Run 1, wires at chosen ports, followed through buffers:
Bar = 20 um.
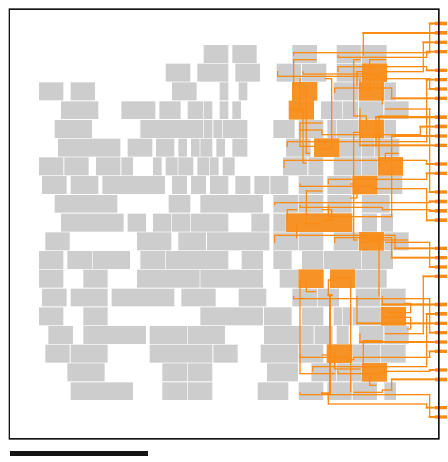
Run 1, routed metal, one colour a layer:
Only two layers are drawn.
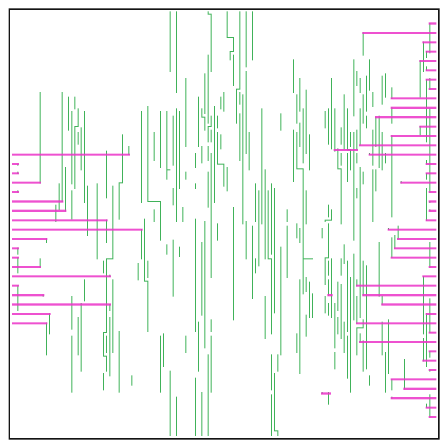
Run 1, sequential cells coloured by netlist name:
Bar = 20 um. Other sequential cells in the stronger grey, the rest of the logic in the fainter grey.
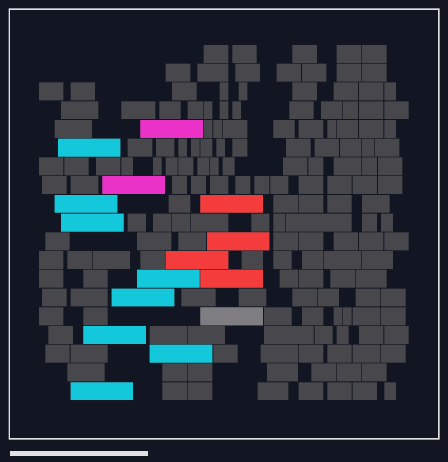
**config.mk**
```make
export PLATFORM = sky130hd
export DESIGN_NAME = apb_slave_decoder
export DESIGN_NICKNAME = d
export VERILOG_FILES = /design/src/rtl/apb_slave_decoder.sv
export SDC_FILE = /design/constraint.sdc
export NUM_CORES = 1
export LEC_CHECK = 0
export CAP_MARGIN = 20
export CORE_MARGIN = 4
export CORE_UTILIZATION = 35
export CTS_BUF_LIST = sky130_fd_sc_hd__clkbuf_8
export CTS_CLUSTER_DIAMETER = 200
export DETAILED_ROUTE_END_ITERATION = 10
export PLACE_DENSITY = 0.83
export SYNTH_ARGS = -nofsm -noshare
export SYNTH_HDL_FRONTEND = slang
export SYNTH_SLANG_ARGS = --single-unit
export TNS_END_PERCENT = 1
```
**constraint.sdc**
```tcl
create_clock -name i_Pclk -period 2.82 [get_ports i_Pclk]
set_input_delay 0.705 -clock i_Pclk [delete_from_list [all_inputs] [get_ports i_Pclk]]
set_output_delay 0.705 -clock i_Pclk [all_outputs]
set_load 0.005 [all_outputs]
```
**src/rtl/apb_slave_decoder.sv**
```systemverilog
// APB slave that fans one APB port out to NUM_CH one-hot channel enables; optional APB_TIMEOUT_EN bounds wait states.
// Latency: SETUP + one ACCESS cycle minimum, plus one cycle per low cycle of the selected i_Ch_Ready.
// Backpressure: o_Pready follows the selected channel's ready combinationally; unmapped addresses complete at once with o_Pslverr.
module apb_slave_decoder #(
    parameter int ADDR_WIDTH = 4,
    parameter int DATA_WIDTH = 8,
    parameter int NUM_CH     = 4,
    parameter int TIMEOUT    = 15
) (
    input  logic                         i_Pclk,
    input  logic                         i_Presetn,
    input  logic                         i_Psel,
    input  logic                         i_Penable,
    input  logic                         i_Pwrite,
    input  logic [ADDR_WIDTH-1:0]        i_Paddr,
    input  logic [DATA_WIDTH-1:0]        i_Pwdata,
    output logic [DATA_WIDTH-1:0]        o_Prdata,
    output logic                         o_Pready,
    output logic                         o_Pslverr,
    output logic [NUM_CH-1:0]            o_Enable,
    output logic                         o_Write,
    output logic [DATA_WIDTH-1:0]        o_Wdata,
    input  logic [NUM_CH-1:0]            i_Ch_Ready,
    input  logic [NUM_CH*DATA_WIDTH-1:0] i_Ch_Rdata
);

    typedef enum logic [1:0] {ST_IDLE, ST_SETUP, ST_ACCESS} state_t;

    localparam logic [ADDR_WIDTH:0] LP_NUM_CH = (ADDR_WIDTH+1)'(NUM_CH);

    if (NUM_CH < 1 || NUM_CH > (1 << ADDR_WIDTH) || TIMEOUT < 1) begin : g_bad_params
        $error("apb_slave_decoder: illegal parameter combination");
    end

    state_t                r_state;
    state_t                w_state_nxt;
    logic [ADDR_WIDTH-1:0] r_addr;
    logic                  r_write;
    logic [DATA_WIDTH-1:0] r_wdata;
    logic [NUM_CH-1:0]     w_sel;
    logic                  w_ch_rdy;
    logic [DATA_WIDTH-1:0] w_ch_rdata;
    logic                  w_addr_ok;
    logic                  w_access;
    logic                  w_timeout;
    logic                  w_pready;
    logic                  w_latch;

    assign w_addr_ok = {1'b0, r_addr} < LP_NUM_CH;
    assign w_access  = (r_state == ST_ACCESS);

    always_comb begin
        w_sel      = '0;
        w_ch_rdy   = 1'b0;
        w_ch_rdata = '0;
        for (int k = 0; k < NUM_CH; k++) begin
            if (r_addr == ADDR_WIDTH'(k)) begin
                w_sel[k]   = 1'b1;
                w_ch_rdy   = i_Ch_Ready[k];
                w_ch_rdata = i_Ch_Rdata[k*DATA_WIDTH +: DATA_WIDTH];
            end
        end
    end

`ifdef APB_TIMEOUT_EN
    localparam int LP_CW = $clog2(TIMEOUT + 1);
    logic [LP_CW-1:0] r_cnt;

    // SETUP always precedes ACCESS, so clearing there covers every entry into ACCESS.
    always_ff @(posedge i_Pclk or negedge i_Presetn) begin
        if (!i_Presetn) begin
            r_cnt <= '0;
        end else if (r_state == ST_SETUP) begin
            r_cnt <= '0;
        end else if (w_access && w_addr_ok && !w_ch_rdy && !w_timeout) begin
            r_cnt <= r_cnt + 1'b1;
        end
    end

    assign w_timeout = w_access && w_addr_ok && !w_ch_rdy && (r_cnt == LP_CW'(TIMEOUT));
`else
    assign w_timeout = 1'b0;
`endif

    assign w_pready  = w_access && (!w_addr_ok || w_ch_rdy || w_timeout);
    assign o_Pready  = w_pready;
    assign o_Pslverr = w_access && (!w_addr_ok || w_timeout);
    assign o_Enable  = w_access ? w_sel : '0;
    assign o_Prdata  = (w_pready && !r_write && w_addr_ok) ? w_ch_rdata : '0;
    assign o_Write   = r_write;
    assign o_Wdata   = r_wdata;

    always_comb begin
        w_state_nxt = r_state;
        w_latch     = 1'b0;
        case (r_state)
            ST_IDLE: begin
                if (i_Psel && !i_Penable) begin
                    w_state_nxt = ST_SETUP;
                    w_latch     = 1'b1;
                end
            end
            ST_SETUP: begin
                w_state_nxt = (i_Psel && i_Penable) ? ST_ACCESS : ST_IDLE;
            end
            ST_ACCESS: begin
                // Completion wins over an abort seen in the same cycle.
                if (w_pready) begin
                    if (i_Psel && !i_Penable) begin
                        w_state_nxt = ST_SETUP;
                        w_latch     = 1'b1;
                    end else begin
                        w_state_nxt = ST_IDLE;
                    end
                end else if (!i_Psel || !i_Penable) begin
                    w_state_nxt = ST_IDLE;
                end
            end
            default: w_state_nxt = ST_IDLE;
        endcase
    end

    always_ff @(posedge i_Pclk or negedge i_Presetn) begin
        if (!i_Presetn) begin
            r_state <= ST_IDLE;
            r_addr  <= '0;
            r_write <= 1'b0;
            r_wdata <= '0;
        end else begin
            r_state <= w_state_nxt;
            if (w_latch) begin
                r_addr  <= i_Paddr;
                r_write <= i_Pwrite;
                r_wdata <= i_Pwdata;
            end
        end
    end

endmodule

```
==> impl_metrics.json, run 1 <==
{
  "largest_fanout_on_the_critical_path": 6,
  "route.detailed.wl_per_inst_um": 15.24,
  "worstReg2RegStart": "r_addr[3]$_DFFE_PN0P_",
  "yosysTopAreaCellShare": 0.3659,
  "cp.required_ns": 2.12,
  "clk_transition_reported_paths_ns": 0.06,
  "run_status": "completed",
  "syn_area_um2": 1026,
  "power.clock.fraction": 0.209,
  "die.size.y_um": 62.14,
  "synthesis.instances": 95,
  "dominant-cell-class": "buffers",
  "warning_total_across_the_stage_logs": 27,
  "edf_count": 0,
  "timing.critical_path.max_delay_family": "simple AND/OR/NAND/NOR gates",
  "cellInternalPower_uw": 586.4,
  "common_cells": "sky130_fd_sc_hd__dfrtp_1 (15), sky130_fd_sc_hd__mux2i_1 (14), sky130_fd_sc_hd__nor2_1 (12)",
  "flop_area_um2": 375.4,
  "detailedPlace.worstSlack_ns": -0.4453,
  "first_global_vias": 1165,
  "cts.htree.levels": 1,
  "critical_path_cell_count": 5,
  "timing.critical_path.to_type": "primary output",
  "worst_ir_drop_vdd_mv": 0.3351,
  "worst_hold_slack_ns": 0.5022,
  "numClockSinks": 15,
  "dpl.cell_count": 203,
  "timing.final.crit_share": 0.9312,
  "gp_routability_congestion": 0.7495,
  "post_synth_and_or_nand_nor_area_fraction": 0.1585,
  "setup_total_negative_slack_ns": 0,
  "setup.worst_path.start": "r_state[0]$_DFFE_PN0P_",
  "tritoncts": "done",
  "netlist.top_cell.by_area": "sky130_fd_sc_hd__dfrtp_1",
  "layout_top_cell_excl_fill_tap": "sky130_fd_sc_hd__clkdlybuf4s50_1",
  "rows": 19,
  "layout-drive-gt1-share": 0.2333,
  "wire_length_of_the_first_global_routing_pass_mm": 5.264,
  "cp_slowest_cell": "sky130_fd_sc_hd__or3_4",
  "hold_depth": 1,
  "numSynthFlops": 15,
  "nNonClkInverters": 0,
  "unrepaired_setup_endpoints_after_global_routing": "no"
}
Back to the opening pictures, 'wires at chosen ports, followed through buffers':
Key: orange = i_Ch_Rdata [bits 32, direction input, edge east, end cells 15, buffers 32, wire 870 um]

Back to the opening pictures, 'routed metal, one colour a layer':
Key: green = metal 2 [wire length 1500 um]; magenta = metal 3 [wire length 312 um]

Back to the opening pictures, 'sequential cells coloured by netlist name':
Key: cyan = o_Wdata [flops 8]; red = r_addr [flops 4, where centre]; magenta = r_state [flops 2]
Another 1 sequential cells are not coloured.

==> run 1: cells by family after synthesis <==
family,after synthesis
compound gates,12
buf+inv,7
mux,28
flops,15
simple gates,33
==> run 1: power by group through the flow <==
stage | clock network (uW) | logic, uW | registers (uW)
after floorplan | 0 | 173 | 279
after global placement | 0 | 339 | 281
after detailed placement | 0 | 347 | 281
after CTS | 178 | 355 | 281
after global routing | 191 | 381 | 287
final | 169 | 358 | 281
==> run 1: timing repair <==
item                       in CTS  in global routing
resized                        36                  8
setup endpoints to repair       9                  9
pin swaps                       2                  0
setup buffers                   3                  1
cloned                          0                  0
==> run 1: layer usage <==
layer,GRT usage,wire length [um],vias up
li1,-,-,508
met1,0.2018,1394,501
met2,0.2681,1496,66
met3,0.05586,311,2
met4,0.04065,14,0
met5,0,0,-
Run 1, M1 wires:
Bar = 20 um. Supply wires on this layer in grey.
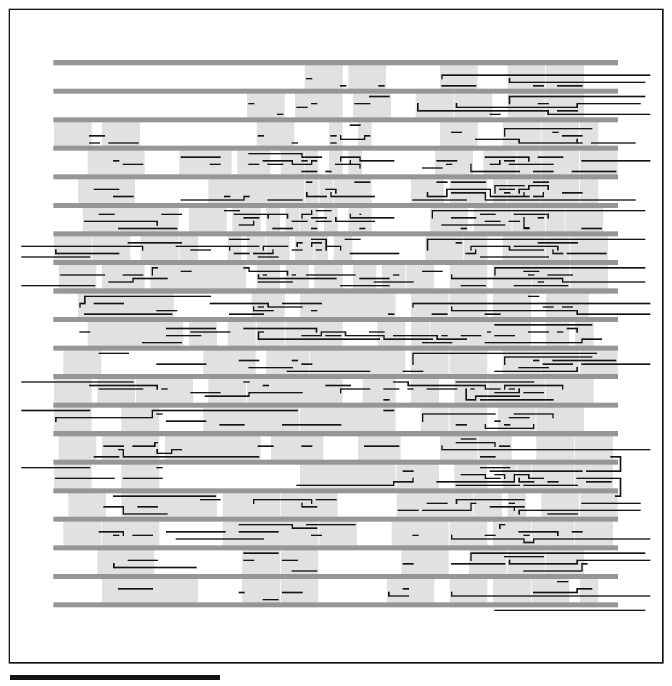

==> run 2, diff against run 1 <==
--- a/config.mk
+++ b/config.mk
@@ -5,13 +5,16 @@
 export SDC_FILE = /design/constraint.sdc
 export NUM_CORES = 1
 export LEC_CHECK = 0
+export ABC_AREA = 1
 export CAP_MARGIN = 20
+export CORE_ASPECT_RATIO = 1.25
 export CORE_MARGIN = 4
 export CORE_UTILIZATION = 35
 export CTS_BUF_LIST = sky130_fd_sc_hd__clkbuf_8
 export CTS_CLUSTER_DIAMETER = 200
 export DETAILED_ROUTE_END_ITERATION = 10
-export PLACE_DENSITY = 0.83
+export PLACE_DENSITY = 0.82
+export SKIP_CTS_REPAIR_TIMING = 1
 export SYNTH_ARGS = -nofsm -noshare
 export SYNTH_HDL_FRONTEND = slang
 export SYNTH_SLANG_ARGS = --single-unit
Run 2, M1 wires:
Bar = 20 um. Supply wires on this layer in grey.
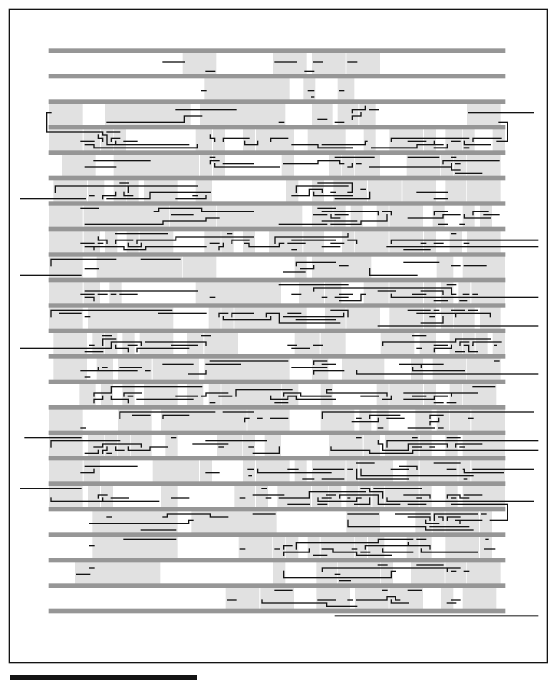
The layer holds 41% of the routed length. 241 nets have wire on it. The longest straight run is 22.5 um. The wires run mostly horizontal. The layer carries 1410 um of wire.

==> impl_metrics.json, run 2 <==
{
  "run_status": "finished with violations",
  "violations": "setup timing",
  "gp_routability_congestion": 0.8584,
  "unrepaired_setup_endpoints_after_global_routing": "yes",
  "use_met1": 0.2000,
  "met3RoutedLength_um": 408,
  "numSynthFlops": 15,
  "clock_net_power_uw": 168,
  "warning_total_across_the_stage_logs": 27,
  "global_route.overflow_total": 0,
  "gr-max-usage-layer": "met2",
  "drv_cap": 0,
  "worstReg2RegStart": "r_addr[1]$_DFFE_PN0P_",
  "fin_ws_ns": -0.1459,
  "cts.htree.levels": 1,
  "numClockSinks": 15,
  "grtUsageMet2": 0.2948,
  "flop_area_um2": 375.4,
  "wl_met1_mm": 1.411,
  "setup.worst_path.start": "i_Ch_Ready[2]",
  "tritoncts": "done",
  "worst_setup_path_class": "input port to primary output",
  "wl_met2_mm": 1.592,
  "top_layer_used": "met4",
  "timing.critical_path.max_delay_family": "buffers and inverters",
  "hold_depth": 2,
  "clk_transition_reported_paths_ns": 0.06,
  "nNonClkInverters": 16,
  "synthesis.instances": 162,
  "netlist.top_cell.by_area": "sky130_fd_sc_hd__dfrtp_1",
  "setup_total_negative_slack_ns": -0.5595,
  "edf_count": 0,
  "setup_viol_count_final": 4,
  "cellInternalPower_uw": 515.0,
  "dpl.cell_count": 274,
  "timing.final.crit_share": 1.052,
  "layout-drive-gt1-share": 0.1405,
  "syn_area_um2": 1064,
  "rows": 22,
  "detailedPlace.worstSlack_ns": -0.1778,
  "largest_fanout_on_the_critical_path": 8,
  "route.detailed.wl_per_inst_um": 12.43,
  "power.clock.fraction": 0.220,
  "die.size.y_um": 69.63,
  "cp_slowest_cell": "sky130_fd_sc_hd__clkdlybuf4s50_1",
  "yosysTopAreaCellShare": 0.3529,
  "worst_hold_slack_ns": 0.4712,
  "worst_ir_drop_vdd_mv": 0.3793,
  "critical_path_cell_count": 8,
  "wire_length_of_the_first_global_routing_pass_mm": 5.533,
  "seq_power_uw": 284,
  "dominant-cell-class": "buffers",
  "gr-usage-met3": 0.05587,
  "layout_top_cell_excl_fill_tap": "sky130_fd_sc_hd__clkdlybuf4s50_1",
  "timing.critical_path.to_type": "primary output"
}
Run 2, sequential cells coloured by netlist name:
Bar = 20 um. Other sequential cells in the stronger grey, the rest of the logic in the fainter grey.
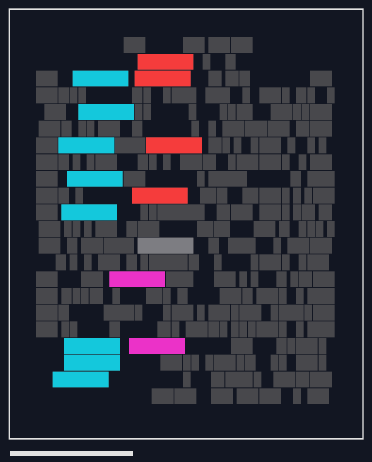
Key: red = r_addr [flops 4, where north]; cyan = o_Wdata [flops 8]; magenta = r_state [flops 2]
Another 1 sequential cells are not coloured.

## run 2: netlist changes by cell type in the layout (fill, tap and decap cells not counted), moves of 7 or more
| cell | previous run | this run |
|---|---|---|
| sky130_fd_sc_hd__mux2i_1 | 14 | 0 |
| sky130_fd_sc_hd__clkdlybuf4s50_1 | 62 | 70 |
| sky130_fd_sc_hd__mux2_4 | 11 | 0 |
| sky130_fd_sc_hd__inv_1 | 0 | 12 |
| sky130_fd_sc_hd__nand2_1 | 7 | 54 |
| sky130_fd_sc_hd__nor2_1 | 8 | 23 |
| sky130_fd_sc_hd__o22a_1 | 7 | 0 |
| sky130_fd_sc_hd__nand3_1 | 0 | 24 |
Power is estimated from default activity; no workload was simulated.
